### config.mk
export PLATFORM = sky130hd
export DESIGN_NAME = passcode_entry_unit
export DESIGN_NICKNAME = d
export VERILOG_FILES = /design/src/rtl/passcode_entry_unit.sv
export SDC_FILE = /design/constraint.sdc
export NUM_CORES = 1
export LEC_CHECK = 0
export ABC_AREA = 1
export CORE_MARGIN = 3
export CORE_UTILIZATION = 40
export CTS_BUF_LIST = sky130_fd_sc_hd__clkbuf_8
export CTS_CLUSTER_DIAMETER = 50
export CTS_CLUSTER_SIZE = 24
export DETAILED_ROUTE_END_ITERATION = 7
export PLACE_DENSITY = 0.57
export SLEW_MARGIN = 20
export SYNTH_ARGS = -nofsm -noshare
export SYNTH_HDL_FRONTEND = slang
export SYNTH_SLANG_ARGS = --single-unit
### constraint.sdc
create_clock -name clk -period 2.99 [get_ports clk]
set_input_delay 0.598 -clock clk [delete_from_list [all_inputs] [get_ports clk]]
set_output_delay 0.598 -clock clk [all_outputs]
set_load 0.05 [all_outputs]
### src/rtl/passcode_entry_unit.sv
// Keypad front end for the secure room: conditions raw digit/enter/clear buttons
// and assembles a two-digit passcode that is presented for a fixed hold window.

module passcode_key_debounce #(
    parameter int DEBOUNCE_CYCLES = 4
) (
    input  logic clk,
    input  logic reset_n,
    input  logic raw,
    output logic press
);
    localparam int CNT_W = (DEBOUNCE_CYCLES < 1) ? 1 : $clog2(DEBOUNCE_CYCLES + 1);
    localparam logic [CNT_W-1:0] CNT_LAST = CNT_W'(DEBOUNCE_CYCLES - 1);

    logic             meta;
    logic             sync;
    logic             level;
    logic             level_q;
    logic [CNT_W-1:0] cnt;

    // The counter only ever reaches DEBOUNCE_CYCLES-1 before the level flips,
    // so it can never wrap.
    always_ff @(posedge clk or negedge reset_n) begin
        if (!reset_n) begin
            meta    <= 1'b0;
            sync    <= 1'b0;
            level   <= 1'b0;
            level_q <= 1'b0;
            cnt     <= '0;
        end else begin
            meta    <= raw;
            sync    <= meta;
            level_q <= level;
            if (sync != level) begin
                if (cnt == CNT_LAST) begin
                    level <= sync;
                    cnt   <= '0;
                end else begin
                    cnt <= cnt + 1'b1;
                end
            end else begin
                cnt <= '0;
            end
        end
    end

    assign press = level & ~level_q;

endmodule

// state | meaning
// IDLE  | no digits captured, outputs 00
// ONE   | first digit captured, inactivity timer running
// TWO   | both digits captured, waiting for ENTER, timer running
// HOLD  | passcode presented on the outputs for HOLD_CYCLES cycles
module passcode_entry_unit #(
    parameter int DEBOUNCE_CYCLES = 4,
    parameter int TIMEOUT_CYCLES  = 250,
    parameter int HOLD_CYCLES     = 50
) (
    input  logic       clk,
    input  logic       reset_n,
    input  logic       key_digit_raw,
    input  logic [1:0] key_value,
    input  logic       key_enter_raw,
    input  logic       key_clear_raw,
    output logic [1:0] passcode_digit_1,
    output logic [1:0] passcode_digit_2,
    output logic       code_valid,
    output logic [1:0] digits_entered,
    output logic       entry_error,
    output logic       entry_timeout
);
    localparam int TO_W = $clog2(TIMEOUT_CYCLES + 1);
    localparam int HD_W = $clog2(HOLD_CYCLES + 1);
    localparam logic [TO_W-1:0] TO_LAST = TO_W'(TIMEOUT_CYCLES - 1);
    localparam logic [HD_W-1:0] HD_LAST = HD_W'(HOLD_CYCLES - 1);

    typedef enum logic [1:0] {
        S_IDLE = 2'd0,
        S_ONE  = 2'd1,
        S_TWO  = 2'd2,
        S_HOLD = 2'd3
    } state_t;

    state_t          state;
    logic            digit_evt;
    logic            enter_evt;
    logic            clear_evt;
    logic [1:0]      value_meta;
    logic [1:0]      value_sync;
    logic [1:0]      d1;
    logic [1:0]      d2;
    logic [TO_W-1:0] idle_cnt;
    logic [HD_W-1:0] hold_cnt;

    passcode_key_debounce #(.DEBOUNCE_CYCLES(DEBOUNCE_CYCLES)) u_db_digit (
        .clk     (clk),
        .reset_n (reset_n),
        .raw     (key_digit_raw),
        .press   (digit_evt)
    );

    passcode_key_debounce #(.DEBOUNCE_CYCLES(DEBOUNCE_CYCLES)) u_db_enter (
        .clk     (clk),
        .reset_n (reset_n),
        .raw     (key_enter_raw),
        .press   (enter_evt)
    );

    passcode_key_debounce #(.DEBOUNCE_CYCLES(DEBOUNCE_CYCLES)) u_db_clear (
        .clk     (clk),
        .reset_n (reset_n),
        .raw     (key_clear_raw),
        .press   (clear_evt)
    );

    // key_value is stable while the digit key is high, so a plain 2-flop
    // synchroniser is enough; it is read on the FSM action edge.
    always_ff @(posedge clk or negedge reset_n) begin
        if (!reset_n) begin
            value_meta <= 2'b00;
            value_sync <= 2'b00;
        end else begin
            value_meta <= key_value;
            value_sync <= value_meta;
        end
    end

    always_ff @(posedge clk or negedge reset_n) begin
        if (!reset_n) begin
            state            <= S_IDLE;
            d1               <= 2'b00;
            d2               <= 2'b00;
            idle_cnt         <= '0;
            hold_cnt         <= '0;
            passcode_digit_1 <= 2'b00;
            passcode_digit_2 <= 2'b00;
            code_valid       <= 1'b0;
            digits_entered   <= 2'd0;
            entry_error      <= 1'b0;
            entry_timeout    <= 1'b0;
        end else begin
            code_valid    <= 1'b0;
            entry_error   <= 1'b0;
            entry_timeout <= 1'b0;
            case (state)
                S_IDLE: begin
                    if (clear_evt) begin
                        state <= S_IDLE;
                    end else if (enter_evt) begin
                        entry_error <= 1'b1;
                    end else if (digit_evt) begin
                        state          <= S_ONE;
                        d1             <= value_sync;
                        digits_entered <= 2'd1;
                        idle_cnt       <= '0;
                    end
                end
                S_ONE: begin
                    if (clear_evt || enter_evt) begin
                        entry_error    <= ~clear_evt;
                        state          <= S_IDLE;
                        d1             <= 2'b00;
                        d2             <= 2'b00;
                        digits_entered <= 2'd0;
                        idle_cnt       <= '0;
                    end else if (digit_evt) begin
                        state          <= S_TWO;
                        d2             <= value_sync;
                        digits_entered <= 2'd2;
                        idle_cnt       <= '0;
                    end else if (idle_cnt == TO_LAST) begin
                        entry_timeout  <= 1'b1;
                        state          <= S_IDLE;
                        d1             <= 2'b00;
                        d2             <= 2'b00;
                        digits_entered <= 2'd0;
                        idle_cnt       <= '0;
                    end else begin
                        idle_cnt <= idle_cnt + 1'b1;
                    end
                end
                S_TWO: begin
                    if (clear_evt) begin
                        state          <= S_IDLE;
                        d1             <= 2'b00;
                        d2             <= 2'b00;
                        digits_entered <= 2'd0;
                        idle_cnt       <= '0;
                    end else if (enter_evt) begin
                        state            <= S_HOLD;
                        passcode_digit_1 <= d1;
                        passcode_digit_2 <= d2;
                        code_valid       <= 1'b1;
                        hold_cnt         <= '0;
                        idle_cnt         <= '0;
                    end else if (digit_evt) begin
                        entry_error <= 1'b1;
                        idle_cnt    <= '0;
                    end else if (idle_cnt == TO_LAST) begin
                        entry_timeout  <= 1'b1;
                        state          <= S_IDLE;
                        d1             <= 2'b00;
                        d2             <= 2'b00;
                        digits_entered <= 2'd0;
                        idle_cnt       <= '0;
                    end else begin
                        idle_cnt <= idle_cnt + 1'b1;
                    end
                end
                S_HOLD: begin
                    // digit/enter are deliberately ignored while presenting
                    if (clear_evt || hold_cnt == HD_LAST) begin
                        state            <= S_IDLE;
                        d1               <= 2'b00;
                        d2               <= 2'b00;
                        passcode_digit_1 <= 2'b00;
                        passcode_digit_2 <= 2'b00;
                        digits_entered   <= 2'd0;
                        hold_cnt         <= '0;
                    end else begin
                        hold_cnt <= hold_cnt + 1'b1;
                    end
                end
                default: begin
                    state <= S_IDLE;
                end
            endcase
        end
    end

endmodule

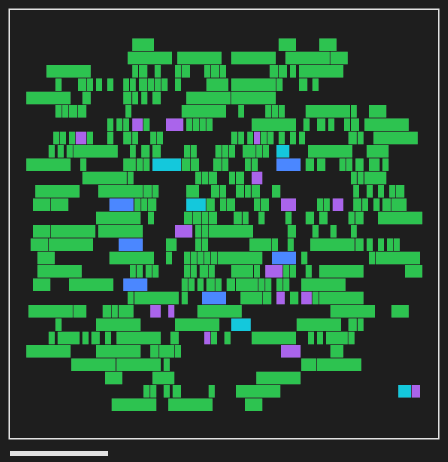
*Sizing map, run 1*
The bar under the picture is 20 um long.
size	colour	cells
x6 and larger	blue	6
x2	purple	16
x1 and smaller	green	312
x3 and x4	cyan	5
P&R area growth vs syn: 11.9%
Repair and plain buffers: 16
Worst Slack Setup Final: 0.891 ns
final instance area: 0.00296 mm^2

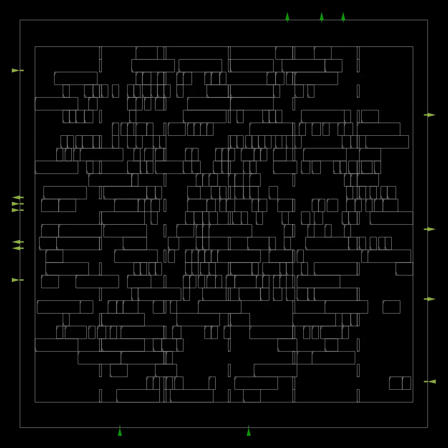
*Cell outlines without signal wires, run 1*
seq_cells: 54
TAP cells: 75
final core occ: 48.0%
flop share of the area: 45.6%

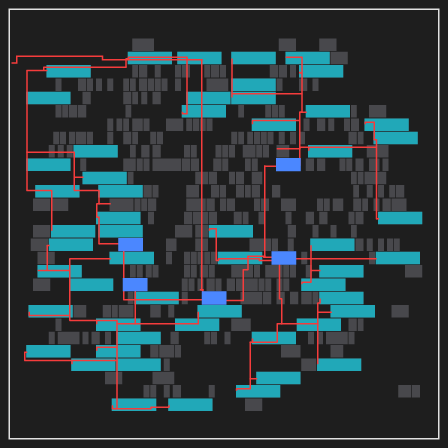
*Clock wires, drivers and flops, run 1*
[clock wires] red | length: 653 um
[flip-flops] cyan | count: 54
[clock-net drivers] blue | count: 5
flops lie	widely spread
P_clk: 418 uW
power share of the clock group: 15.0%
clk ins delay skew pair: 0.30 ns
Worst Skew: 0.00603 ns

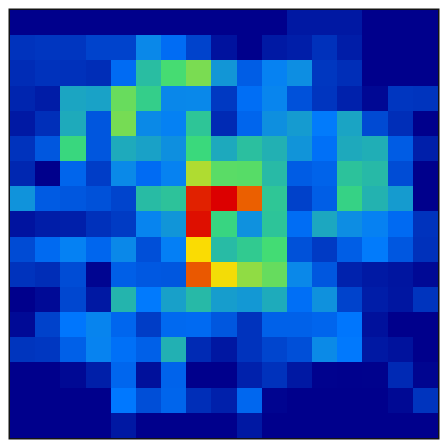
*Wiring heat map, run 1*
The die is cut into 17 by 17 equal tiles; dark blue is low, red is high, scaled to the fullest tile. Values are wire area over tile area, all layers added.
mean over tiles	0.098
fullest tile	0.52
emptiest ninth of the die	lower right
vias: 1,950
total global-route track usage: 13.8%
wire per inst: 11.5 um
drt total wl: 4750 um

==> impl_metrics.py, run 1 <==
# Metrics from the implementation run
metrics = {
    "final_timing": {
        "hold_viol": 0,
        "slew_headroom_pct": 55.0,
        "finalCritPeriodShare_pct": 70.2,
        "finalSetupViolCount": 0,
        "hold_ws_ns": 0.356,
        "worst_pin_slew_ns": 0.675,
        "slew_violations": 0,
        "fmax_mhz": 476,
        "setup_tns_ns": 0,
        "finalCriticalPeriod_ns": 2.10,
        "grt_setup_unrepaired": "false",
    },
    "power_and_ir_drop": {
        "leakage_uw": 0.00154,
        "total_power_uw": 2780,
        "power_density_mw_per_mm2": 939,
        "p_sw_share_pct": 45.1,
        "p_switching_uw": 1250,
        "p_int_uw": 1530,
        "peakVddDrop_v": 0.000398,
        "comb_power_share_pct": 48.4,
        "p_seq_share_pct": 36.6,
    },
    "synth": {
        "synthCells": 318,
        "ys_ff": 54,
        "top_logic_kind": "simple AND/OR/NAND/NOR gates",
        "yosys-stat-cells": 318,
        "fp_nets": 336,
        "adder_share_pct": 5.20,
        "ys_chip_area_mm2": 0.00265,
        "ys_sh_aoi_pct": 6.10,
        "ys_sh_xor_pct": 1.32,
        "ys_sh_simple_pct": 28.8,
        "postSynthSeqShare_pct": 51.1,
        "syn_area_per_cell_um2": 8.32,
        "synthesis.area_mm2": 0.00265,
        "ys_sh_mux_pct": 0.426,
        "yosys_warnings": 0,
        "synth_cell_types": 28,
    },
    "grt": {
        "antenna_found_initial": 0,
        "overflow": 0,
        "grt_pass1_vias": 1831,
        "grt_max_degree": 55,
        "grt_pass1_wl_um": 8270,
    },
    "clocking": {
        "clk_path_buf_depth": 2,
        "path_clk_slew_ns": 0.10,
        "cts_tree": "yes",
        "numCtsBuffers": 5,
        "cts_root_buffer": "clkbuf_8",
        "cts_resized": 0,
        "htree_levels": 2,
        "hold_buffers": 0,
        "cts_setup_buffers": 0,
        "cts_num_sinks": 54,
    },
    "setup_path": {
        "crit_chain": "clkdlybuf4s50_1",
        "crit_path_start": "digits_entered[1]",
        "critPathLaunchType": "flip-flop",
        "reg2reg_from": "state[0]",
        "path_buffers": 1,
        "reg2regPathDepth": 7,
        "cp.required_ns": 2.39,
        "crit_path_end_kind": "output pin",
        "max_stage_delay_ns": 0.82,
        "r2r-end": "passcode_digit_1[1]",
        "cp_max_fo": 3,
        "endpoint": "digits_entered[1]",
        "path_delay_family": "buffers and inverters",
        "timing_worst_setup_path_type": "reg2out",
        "path_depth": 1,
        "rrSetupSlack_ns": 1.07,
        "crit_arrival_ns": 1.50,
        "crit_slowest_cell": "clkdlybuf4s50_1",
    },
    "hold_path": {
        "min_delay_path_depth": 0,
        "hp-class": "reg2reg",
        "whs_endpoint": "u_db_enter.sync",
        "min_from": "u_db_enter.meta",
    },
    "finish": {
        "regArea_mm2": 0.00135,
        "drive_gt1_share_pct": 7.96,
        "antenna_cells": 0,
        "layout.cells.most_common_list": "nand2_1, dfrtp_1, inv_1",
        "comb_area_mm2": 0.00111,
        "lay_top_count": "nand2_1",
        "fillerInstances": 608,
        "nNetsFinal": 356,
    },
    "detailed_routing": {
        "route.detailed.drc": 0,
        "antenna_left": 0,
        "viasPerCell": 4.71,
        "drt_iter0_markers": 134,
        "first_pass_iters": 4,
    },
    "floorplan": {
        "dieWidth_um": 87.3,
        "io_pins": 16,
        "die_h_um": 87.3,
        "core_mm2": 0.00617,
        "rows": 28,
        "initial_utilization_pct": 42.9,
        "chipArea_mm2": 0.00762,
    },
    "run": {
        "cap_violations": 0,
        "warnings": 31,
    },
    "place": {
        "hpwl_um": 3400,
        "port_buffers": 15,
        "post-place-ws_ns": 1.09,
        "gp_congestion": 0.895,
    },
    "outcome": {
        "outcome": "completed",
    },
}
-- run 1: cells in the mapped netlist (all sizes together) --
cell type  instances  area [um^2]
o21bai             2         15.0
mux2               1         11.3
xor2               1         8.76
nand3             30          160
o22ai              1         6.26
nand3b             1         7.51
nor3               9         50.1
dfrtp             54         1350
a21oi             10         61.3
nor2              30          120
xnor2              3         26.3
nor4               1         6.26
buf                3         26.3
nand2            101          402
inv               43          161
o21ai             15         78.8
ha                11          138
nor3b              2         15.0
-- run 1: through the flow --
stage               instances  cell area, um^2
global placement          406             2870
detailed placement        406             2870
global route              414             2960
floorplan                 318             2650
CTS                       414             2960
finish                    414             2960
-- run 1: layout make-up --
type / count / share of cell area, %
sequential: 54 / 45.6
timing repair buffer: 16 / 5.16
clock buffer: 6 / 2.79
clock inverter: 2 / 0.423
multi-input combinational: 218 / 37.4
inverter: 43 / 5.45
tap: 75 / 3.17
-- run 1: registers in the layout, summed over array words and instances, names as in the netlist, 2 cells and up --
register and cells:
u_db_clear.cnt 3, u_db_enter.cnt 3, hold_cnt 6, d1 2, digits_entered 2, passcode_digit_1 2, passcode_digit_2 2, value_meta 2
idle_cnt 8, state 2, u_db_digit.cnt 3, value_sync 2, d2 2
-- run 1: per-layer routing --
layer	routed length [um]	GRT usage, %	share of wire [%]	vias to the layer above
met2	2060	20.5	43	41
met3	192	2.55	4.0	4
met1	2440	19.9	51	865
li1	-	-	-	1040
met5	0	0	0	-
met4	65	5.02	1.4	0
-- run 1: power groups by stage --
stage          Sequential, uW  Clock (uW)  Combinational, uW
5_1_grt                  1040         467               1540
6_report                 1020         418               1340
2_1_floorplan            1120           0                962
3_5_place_dp             1030           0               1350
4_1_cts                  1020         441               1350
3_3_place_gp             1030           0               1360
### Sequential cells coloured by netlist name, run 1

The bar under the picture is 20 um long. Other sequential cells in the stronger grey, the rest of the logic in the fainter grey.
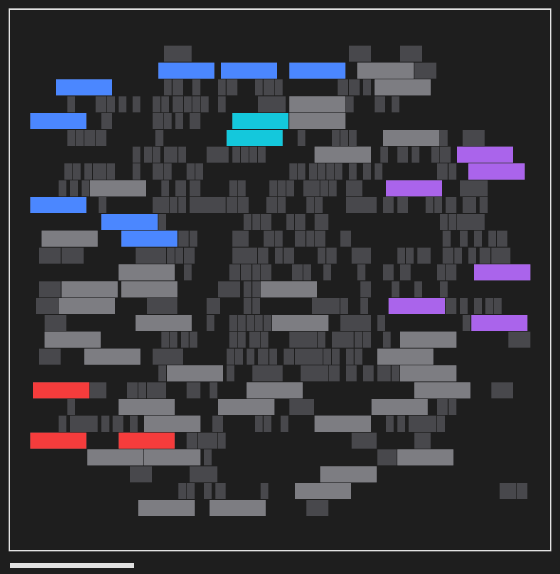

--- run 2 (diff from run 1) ---
==> constraint.sdc (replaced) <==
create_clock -name clk -period 2 [get_ports clk]
set_input_delay 0.4 -clock clk [delete_from_list [all_inputs] [get_ports clk]]
set_output_delay 0.4 -clock clk [all_outputs]
set_load 0.05 [all_outputs]
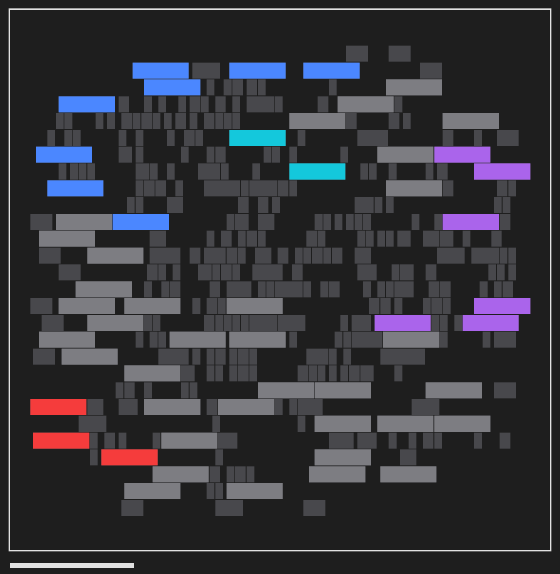
*Sequential cells coloured by netlist name, run 2*
The bar under the picture is 20 um long. Other sequential cells in the stronger grey, the rest of the logic in the fainter grey.
name in the netlist	colour	flops
d1	cyan	2
u_db_digit.cnt	red	3
idle_cnt	blue	8
hold_cnt	purple	6
FF+latch area: 0.00135 mm^2
final core occ: 48.5%
Flop+latch power: 1520 uW
flop share of the area: 45.2%

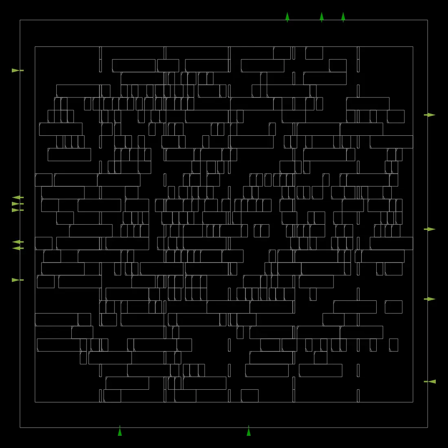
*Cell outlines without signal wires, run 2*
Core ar.: 0.00617 mm^2
Filler cells: 630
Layout Cells excl Fill: 416
Site Rows: 28

==> run 2 against run 1 <==
Effect of this change: via count increased by 3.6%; count of clock-buffer cells in the layout decreased by 1; setup slack got worse by 0.80 ns; clock power increased by 51%; cell count increased by 0.48%; non-clock buffer count increased by 2; hold slack got worse by 0.30 ns; first-iteration DRC count decreased by 31%; sequential power increased by 49%; area after synthesis unchanged; total power increased by 51%; clock skew increased by 0.0045 ns.
==> impl_metrics.py, run 2 <==
# Metrics from the implementation run
metrics = {
    "final_timing": {
        "fin_ws_ns": 0.0933,
        "worst_pin_slew_ns": 0.522,
        "hold_ws_ns": 0.0528,
        "finalCritPeriodShare_pct": 95.3,
        "slew_violations": 0,
        "clock_skew_ns": 0.0105,
        "fmax_mhz": 524,
        "slew_headroom_pct": 65.2,
        "hold_viol": 0,
        "finalSetupViolCount": 0,
        "setup_tns_ns": 0,
    },
    "power_and_ir_drop": {
        "p_int_uw": 2280,
        "power_density_mw_per_mm2": 1400,
        "p_clk_share_pct": 15.1,
        "total_power_uw": 4200,
        "peakVddDrop_v": 0.000692,
        "leakage_uw": 0.00156,
        "combinationalPower_uw": 2050,
        "pg_clk_uw": 632,
        "comb_power_share_pct": 48.8,
        "p_switching_uw": 1920,
        "top_power_group": "combinational cells",
        "p_sw_share_pct": 45.6,
        "p_seq_share_pct": 36.2,
    },
    "setup_path": {
        "max_stage_delay_ns": 0.82,
        "path_delay_family": "buffers and inverters",
        "reg2reg_from": "state[0]",
        "timing_worst_setup_path_type": "reg2out",
        "crit_path_end_kind": "output pin",
        "cp_max_fo": 3,
        "crit_path_start": "digits_entered[1]",
        "critPathLaunchType": "flip-flop",
        "crit_arrival_ns": 1.51,
        "crit_slowest_cell": "clkdlybuf4s50_1",
        "path_buffers": 1,
    },
    "detailed_routing": {
        "viasPerCell": 4.86,
        "wl_per_cell_um": 11.8,
        "wl_um": 4900,
        "routed-via-count": 2020,
        "first_pass_iters": 4,
        "drt_iter0_markers": 93,
        "antenna_left": 0,
        "route.detailed.drc": 0,
    },
    "finish": {
        "lay_top_count": "nand2_1",
        "largest_register_ffs": 8,
        "largest_registers": "idle_cnt: 8 flops, hold_cnt: 6 flops",
        "layout.cells.most_common_list": "nand2_1, dfrtp_1, inv_1",
        "top_register": "idle_cnt",
        "areaGrowthSynthToFinish_pct": 13.0,
        "nNetsFinal": 358,
        "drive_gt1_share_pct": 8.80,
        "antenna_cells": 0,
    },
    "synth": {
        "async_reset_ff_share_pct": 100,
        "ys_sh_aoi_pct": 6.10,
        "yosys-stat-cells": 318,
        "synthTopCellsByCount": "nand2_1, dfrtp_1, inv_1",
        "ys_ff": 54,
        "ys_sh_simple_pct": 28.8,
        "top_logic_kind": "simple AND/OR/NAND/NOR gates",
        "synthesis.area_mm2": 0.00265,
        "postSynthSeqShare_pct": 51.1,
        "top_area_cell": "dfrtp_1",
        "yosysMostFrequentCell": "nand2_1",
        "synthCells": 318,
        "edf_count": 0,
        "ys_chip_area_mm2": 0.00265,
        "ys_sh_mux_pct": 0.426,
        "synth_cell_types": 28,
        "adder_share_pct": 5.20,
        "syn_area_per_cell_um2": 8.32,
        "ys_top_cells_by_area": "dfrtp_1, nand2_1, inv_1, nand3_1, ha_1",
        "yosys_warnings": 0,
        "fp_nets": 336,
        "ys_sh_xor_pct": 1.32,
        "yosys_most_used_dff": "dfrtp_1",
        "synth.top_cell.area_share_pct": 51.1,
    },
    "clocking": {
        "path_clk_slew_ns": 0.10,
        "clk_latency_ns": 0.32,
        "clk_path_buf_depth": 2,
        "cts_resized": 0,
        "cts_root_buffer": "clkbuf_8",
        "htree_levels": 2,
        "cts_setup_buffers": 0,
        "cts_num_sinks": 54,
        "numCtsBuffers": 5,
        "cts_tree": "yes",
    },
    "run": {
        "cap_violations": 0,
        "warnings": 31,
    },
    "grt": {
        "grtUsageTotal_pct": 14.5,
        "antenna_found_initial": 0,
        "overflow": 0,
        "grt_pass1_wl_um": 8710,
        "grt_pass1_vias": 1921,
        "grt_max_degree": 34,
    },
    "place": {
        "hpwl_um": 3550,
        "gp_congestion": 0.876,
        "port_buffers": 15,
        "post-place-ws_ns": 0.161,
    },
    "floorplan": {
        "die_h_um": 87.3,
        "initial_utilization_pct": 42.9,
        "dieWidth_um": 87.3,
        "chipArea_mm2": 0.00762,
        "io_pins": 16,
    },
    "outcome": {
        "outcome": "completed",
    },
    "hold_path": {
        "hp-class": "in2async",
    },
}
run 2: kinds of logic after synthesis:
logic type / count (synthesis)
buffers and inverters: 46
AOI/OAI and AO/OA: 28
DFF: 54
and+or+nand+nor: 174
muxes: 1
xor gates and xnor gates: 4
adders and majority gates: 11
run 2: final cells by class:
| type | count | area, um^2 | area share [%] |
|---|---|---|---|
| sequential | 54 | 1350 | 45.2 |
| inverter | 43 | 161 | 5.40 |
| tap | 75 | 93.8 | 3.14 |
| clock buffer | 5 | 68.8 | 2.30 |
| clock inverter | 3 | 25.0 | 0.837 |
| multi-input combinational | 218 | 1110 | 37.1 |
| timing repair buffer | 18 | 180 | 6.03 |
run 2: through the flow:
stage / std cells / util (%) / instance area (um^2)
finish: 416 / 48.5 / 2990
global route: 416 / 48.5 / 2990
CTS: 416 / 48.4 / 2990
detailed placement: 408 / 46.9 / 2890
global placement: 408 / 46.9 / 2890
floorplan: 318 / - / 2650
run 2: per-layer routing:
| metal | routed length [um] | track usage (%) |
|---|---|---|
| met1 | 2450 | 20.3 |
| met2 | 2170 | 22.0 |
| met3 | 205 | 3.12 |
| met4 | 80 | 5.44 |
| met5 | 0 | 0 |
run 2: path summary, 6_finish.rpt:
| check | to | slack (ns) | depth (start not counted) |
|---|---|---|---|
| max | digits_entered[1] | 0.09 | 1 |
| min | u_db_clear.cnt[2] | 0.05 | 1 |
| max reg2reg | hold_cnt[2] | 0.22 | 8 |
| min reg2reg | value_sync[0] | 0.36 | 0 |
| max in group asynchronous | idle_cnt[4] | 1.41 | 2 |
| min in group clk | value_sync[0] | 0.36 | 0 |
Power and IR drop assume default switching activity.
